==> config.mk <==
export PLATFORM = sky130hd
export DESIGN_NAME = reg_wb_arbiter
export DESIGN_NICKNAME = d
export VERILOG_FILES = /design/src/rtl/reg_wb_arbiter.sv
export SDC_FILE = /design/constraint.sdc
export NUM_CORES = 1
export LEC_CHECK = 0
export CORE_ASPECT_RATIO = 0.9
export CORE_UTILIZATION = 41
export DETAILED_ROUTE_END_ITERATION = 8
export GPL_TIMING_DRIVEN = 0
export PLACE_DENSITY = 0.85
export SYNTH_ARGS = -nofsm -noshare
export SYNTH_HDL_FRONTEND = slang
export SYNTH_SLANG_ARGS = --single-unit
==> constraint.sdc <==
create_clock -name Clk -period 4 [get_ports Clk]
set_clock_uncertainty 0.2 [all_clocks]
set_input_delay 0.8 -clock Clk [delete_from_list [all_inputs] [get_ports Clk]]
set_output_delay 0.8 -clock Clk [all_outputs]
set_load 0.05 [all_outputs]
==> src/rtl/reg_wb_arbiter.sv <==
// Round-robin arbiter sharing one register-file write port between the ALU (A)
// and load (M) write-back paths, with optional suppression of writes to register 0.
module reg_wb_arbiter #(
  parameter bit ZERO_DROP = 1'b1
) (
  input  logic        Clk,
  input  logic        Rst,
  input  logic        Hold,
  input  logic        ReqA,
  input  logic [4:0]  AddrA,
  input  logic [31:0] DataA,
  input  logic        ReqM,
  input  logic [4:0]  AddrM,
  input  logic [31:0] DataM,
  output logic        GntA,
  output logic        GntM,
  output logic        RegEn,
  output logic [4:0]  WriteRegister,
  output logic [31:0] WriteData,
  output logic [7:0]  DropCnt
);

  typedef enum logic {
    SRV_A = 1'b0,
    SRV_M = 1'b1
  } srv_e;

  srv_e        last_srv_r, last_srv_s;
  logic        gnt_a_r, gnt_a_s;
  logic        gnt_m_r, gnt_m_s;
  logic        reg_en_r, reg_en_s;
  logic [4:0]  wr_r, wr_s;
  logic [31:0] wd_r, wd_s;
  logic [7:0]  drop_cnt_r, drop_cnt_s;

  logic        elig_a_s, elig_m_s;
  logic        win_a_s, win_m_s;
  logic        grant_s, drop_s;
  logic [4:0]  win_addr_s;
  logic [31:0] win_data_s;

  // Arbitration and next-state computation for every registered output
  always_comb begin
    elig_a_s   = 1'b0;
    elig_m_s   = 1'b0;
    win_a_s    = 1'b0;
    win_m_s    = 1'b0;
    grant_s    = 1'b0;
    drop_s     = 1'b0;
    win_addr_s = AddrA;
    win_data_s = DataA;
    gnt_a_s    = 1'b0;
    gnt_m_s    = 1'b0;
    reg_en_s   = 1'b0;
    wr_s       = wr_r;
    wd_s       = wd_r;
    drop_cnt_s = drop_cnt_r;
    last_srv_s = last_srv_r;

    // A requester whose grant pulse is still high is masked to avoid a duplicate grant
    elig_a_s = ReqA && !Hold && !gnt_a_r;
    elig_m_s = ReqM && !Hold && !gnt_m_r;

    case ({elig_a_s, elig_m_s})
      2'b11: begin
        if (last_srv_r == SRV_A) begin
          win_m_s = 1'b1;
        end else begin
          win_a_s = 1'b1;
        end
      end
      2'b10:   win_a_s = 1'b1;
      2'b01:   win_m_s = 1'b1;
      default: begin
        win_a_s = 1'b0;
        win_m_s = 1'b0;
      end
    endcase

    grant_s = win_a_s || win_m_s;

    if (win_m_s) begin
      win_addr_s = AddrM;
      win_data_s = DataM;
    end else begin
      win_addr_s = AddrA;
      win_data_s = DataA;
    end

    drop_s  = grant_s && ZERO_DROP && (win_addr_s == 5'd0);
    gnt_a_s = win_a_s;
    gnt_m_s = win_m_s;

    if (grant_s) begin
      reg_en_s   = !drop_s;
      wr_s       = win_addr_s;
      wd_s       = win_data_s;
      last_srv_s = win_m_s ? SRV_M : SRV_A;
    end else begin
      reg_en_s   = 1'b0;
      wr_s       = wr_r;
      wd_s       = wd_r;
      last_srv_s = last_srv_r;
    end

    if (drop_s && (drop_cnt_r != 8'hFF)) begin
      drop_cnt_s = drop_cnt_r + 8'd1;
    end else begin
      drop_cnt_s = drop_cnt_r;
    end
  end

  // State register; reset leaves LastSrv at M so A wins the first tie
  always_ff @(posedge Clk) begin
    if (Rst) begin
      gnt_a_r    <= 1'b0;
      gnt_m_r    <= 1'b0;
      reg_en_r   <= 1'b0;
      wr_r       <= 5'd0;
      wd_r       <= 32'd0;
      drop_cnt_r <= 8'd0;
      last_srv_r <= SRV_M;
    end else begin
      gnt_a_r    <= gnt_a_s;
      gnt_m_r    <= gnt_m_s;
      reg_en_r   <= reg_en_s;
      wr_r       <= wr_s;
      wd_r       <= wd_s;
      drop_cnt_r <= drop_cnt_s;
      last_srv_r <= last_srv_s;
    end
  end

  assign GntA          = gnt_a_r;
  assign GntM          = gnt_m_r;
  assign RegEn         = reg_en_r;
  assign WriteRegister = wr_r;
  assign WriteData     = wd_r;
  assign DropCnt       = drop_cnt_r;

  reg_wb_arbiter_checker u_checker (
    .Clk     (Clk),
    .Rst     (Rst),
    .GntA    (GntA),
    .GntM    (GntM),
    .RegEn   (RegEn),
    .DropCnt (DropCnt)
  );

endmodule

// Protocol invariants of the arbiter outputs.
module reg_wb_arbiter_checker (
  input logic       Clk,
  input logic       Rst,
  input logic       GntA,
  input logic       GntM,
  input logic       RegEn,
  input logic [7:0] DropCnt
);

  logic       gnt_a_prev_r;
  logic       gnt_m_prev_r;
  logic [7:0] drop_prev_r;

  // Previous-cycle copies used to check pulse width and counter steps
  always_ff @(posedge Clk) begin
    if (Rst) begin
      gnt_a_prev_r <= 1'b0;
      gnt_m_prev_r <= 1'b0;
      drop_prev_r  <= 8'd0;
    end else begin
      gnt_a_prev_r <= GntA;
      gnt_m_prev_r <= GntM;
      drop_prev_r  <= DropCnt;
    end
  end

  a_one_grant: assert property (@(posedge Clk) disable iff (Rst) !(GntA && GntM));
  a_regen_needs_grant: assert property (@(posedge Clk) disable iff (Rst) (!RegEn || GntA || GntM));
  a_a_single_pulse: assert property (@(posedge Clk) disable iff (Rst) !(GntA && gnt_a_prev_r));
  a_m_single_pulse: assert property (@(posedge Clk) disable iff (Rst) !(GntM && gnt_m_prev_r));
  a_drop_step: assert property (@(posedge Clk) disable iff (Rst)
    ((DropCnt == drop_prev_r) || (DropCnt == drop_prev_r + 8'd1)));

endmodule

==> results.txt <==
Status = finished clean
CP startpoint kind = primary input
Max-cap violation count = 0
Final Power = 1.20 mW
Sw Share = 32.1%
Max FO, Critical Path = 10
Met1 Wirelength = 2.60 mm
Placed Area = 3570 um2
Max frequency = 0.356 GHz
Ant diodes = 0
Synthesized flop and latch total = 49
Register area = 981 um2
Pleak = 1.47 nW
Max Transition Viols Final = 0
Final hold vios = 0
Biggest consumer = registers
Max Used Layer = met4
Pre-CTS setup slack = 0.894 ns
DRT Pass-1 Iters = 5
Via/cell ratio = 5.16
Combinational share of power = 31.5%
Clk buf depth = 2
Distinct lib cells used = 34
# Cells Yosys = 234
Yosys Warn Count = 0
Slew margin rel. = 63.9%
Top cells by count = 49 x dfxtp_1, 39 x nor2_1, 37 x a211oi_1, 37 x mux2i_1, 11 x clkbuf_1
Critical path data required time = 4.01 ns
Register share after synthesis = 44.1%
Die area = 5720 um2
Instance count of the mapped netlist = 234
Comb. pwr = 0.376 mW
Final Worst Setup Slack = 1.19 ns
R2R Path Start = GntA$_SDFF_PP0_
Layout cells sized above 1 = 5.16%
Site Rows = 25
Reg2Reg Depth = 6
Internal power = 0.812 mW
Root buffer cell = clkbuf_8
Hold WC Path Type = reg -> reg
GRT overflow = 0
DRT iter0 DRCs = 74
Final nets = 447
Max-area cell share = 44.1%
Seq power = 0.538 mW
Post-DRT Antenna Nets = 0
RSZ-0062 raised after global routing = no
Top cells by area = dfxtp_1 44%, mux2i_1 17%, a211oi_1 12%
Synthesized area per cell = 9.50 um2
Final HPWL DP = 4.72 mm
Pin count of the biggest net entering global routing = 14
Least-Margin Pin Slew = 0.541 ns
Pwr Density = 328 nW/um2
CTS buffer count = 5
[cells by family (layout without fill, tap and decap cells)]
family	count (synthesis)	in the layout	synth area share, %
buffers and inverters	22	156	4.33
adder cells (fa/ha/maj)	1	1	0.563
flip-flops	49	49	44.1
AND-OR/OR-AND	55	55	17.7
multiplexers	39	39	17.8
AND/OR/NAND/NOR	68	68	15.5
[layout make-up]
type,count,share of cell area [%]
clock buffers,8,2.19
repair buffers,126,34.6
plain buffers,20,2.43
multi-input cells,163,31.4
inverters,2,0.206
well taps,67,2.30
flip-flops and latches,49,26.9
[layer usage]
metal	global-route usage [%]	vias to the layer above
met5	0	-
met3	6.37	9
met2	40.6	87
li1	-	1122
met4	6.67	0
met1	27.2	1027
[worst max path at each step]
stage	start	endpoint	cells past startpoint
floorplan	AddrM[2]	DropCnt[6]$_SDFFE_PP0P_	5
global placement	ReqA	WriteData[29]$_SDFFE_PP0N_	7
detailed placement	ReqA	WriteData[13]$_SDFFE_PP0N_	7
CTS	ReqA	WriteData[13]$_SDFFE_PP0N_	7
global route	ReqA	WriteData[9]$_SDFFE_PP0N_	7
finish	ReqA	WriteData[30]$_SDFFE_PP0N_	7
[cells in the final DEF, fill, tap and decap left out, types with 2 or more instances in the layout]
cell / synthesis / final
o31ai_1: 4 / 4
a211oi_1: 37 / 37
clkdlybuf4s50_1: 0 / 126
clkbuf_8: 0 / 5
nand2_1: 2 / 2
o21ai_0: 4 / 4
nand3_1: 4 / 4
or4_4: 2 / 2
buf_1: 3 / 3
or4_1: 6 / 6
clkbuf_1: 11 / 14
a21oi_1: 7 / 7
nor2_1: 39 / 39
nor3b_1: 2 / 2
nand2b_1: 2 / 2
buf_2: 5 / 5
inv_1: 2 / 2
mux2i_1: 37 / 37
nor2_2: 2 / 2
dfxtp_1: 49 / 49
cell_density.png
Scale: 4 px per um. 8 x 7 tiles, from dark blue (low) to red (high), 0 to 100% covered.
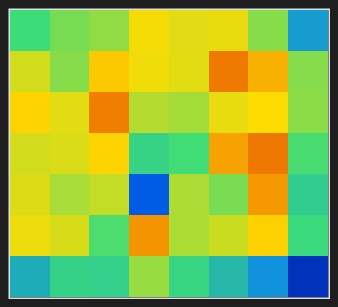
tiles over 75% full: 20%
fullest tile: 86%
mean over tiles: 62%
emptiest ninth of the die: south-east
Initial Util: 42.6%
CORE AREA: 5220 um2
Final Core Density: 69.8%

io_fan.png
Scale: 4 px per um.
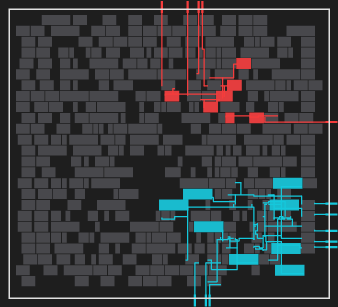
| port | color | bits | direction | edge | end cells | buffers | wire |
|---|---|---|---|---|---|---|---|
| AddrM | red | 5 | input | 4 north, 1 east | 7 | 5 | 149 um |
| DropCnt | cyan | 8 | output | 5 east, 3 south | 8 | 8 | 326 um |
# port buffers: 126
io pins: 127

placement.png
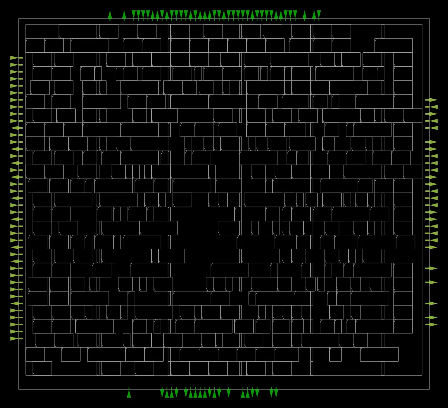
Fillers: 440
flip-flops: 49
sequential portion of the cell area: 26.9%
Finished Layout Cells: 435
Tapcells: 67

layer_met1.png
Scale: 8 px per um. Supply wires on this layer in gray. Cells faint in the background.
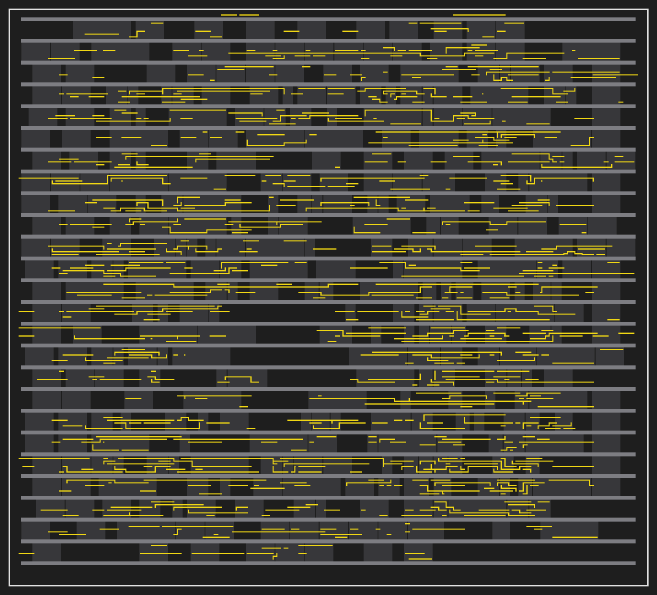
wire length on this layer: 2600 um
longest straight run: 23.9 um
nets with wire on the layer: 376
share of all routed wire: 41%
main direction: horizontal
WL final: 6.27 mm
GR Util met1: 27.2%
via count: 2245

sizes.png
Scale: 4 px per um.
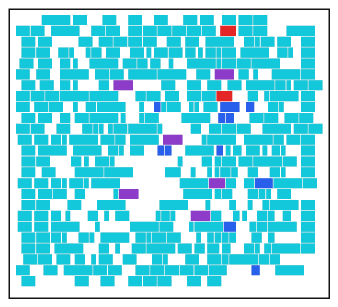
| size | color | cells | share |
|---|---|---|---|
| _2 cells | blue | 11 | 3.0% |
| _0 and _1 cells | cyan | 349 | 95% |
| _3 and _4 cells | red | 2 | 0.54% |
| _6 and larger | purple | 6 | 1.6% |

Power and IR drop assume default switching activity.
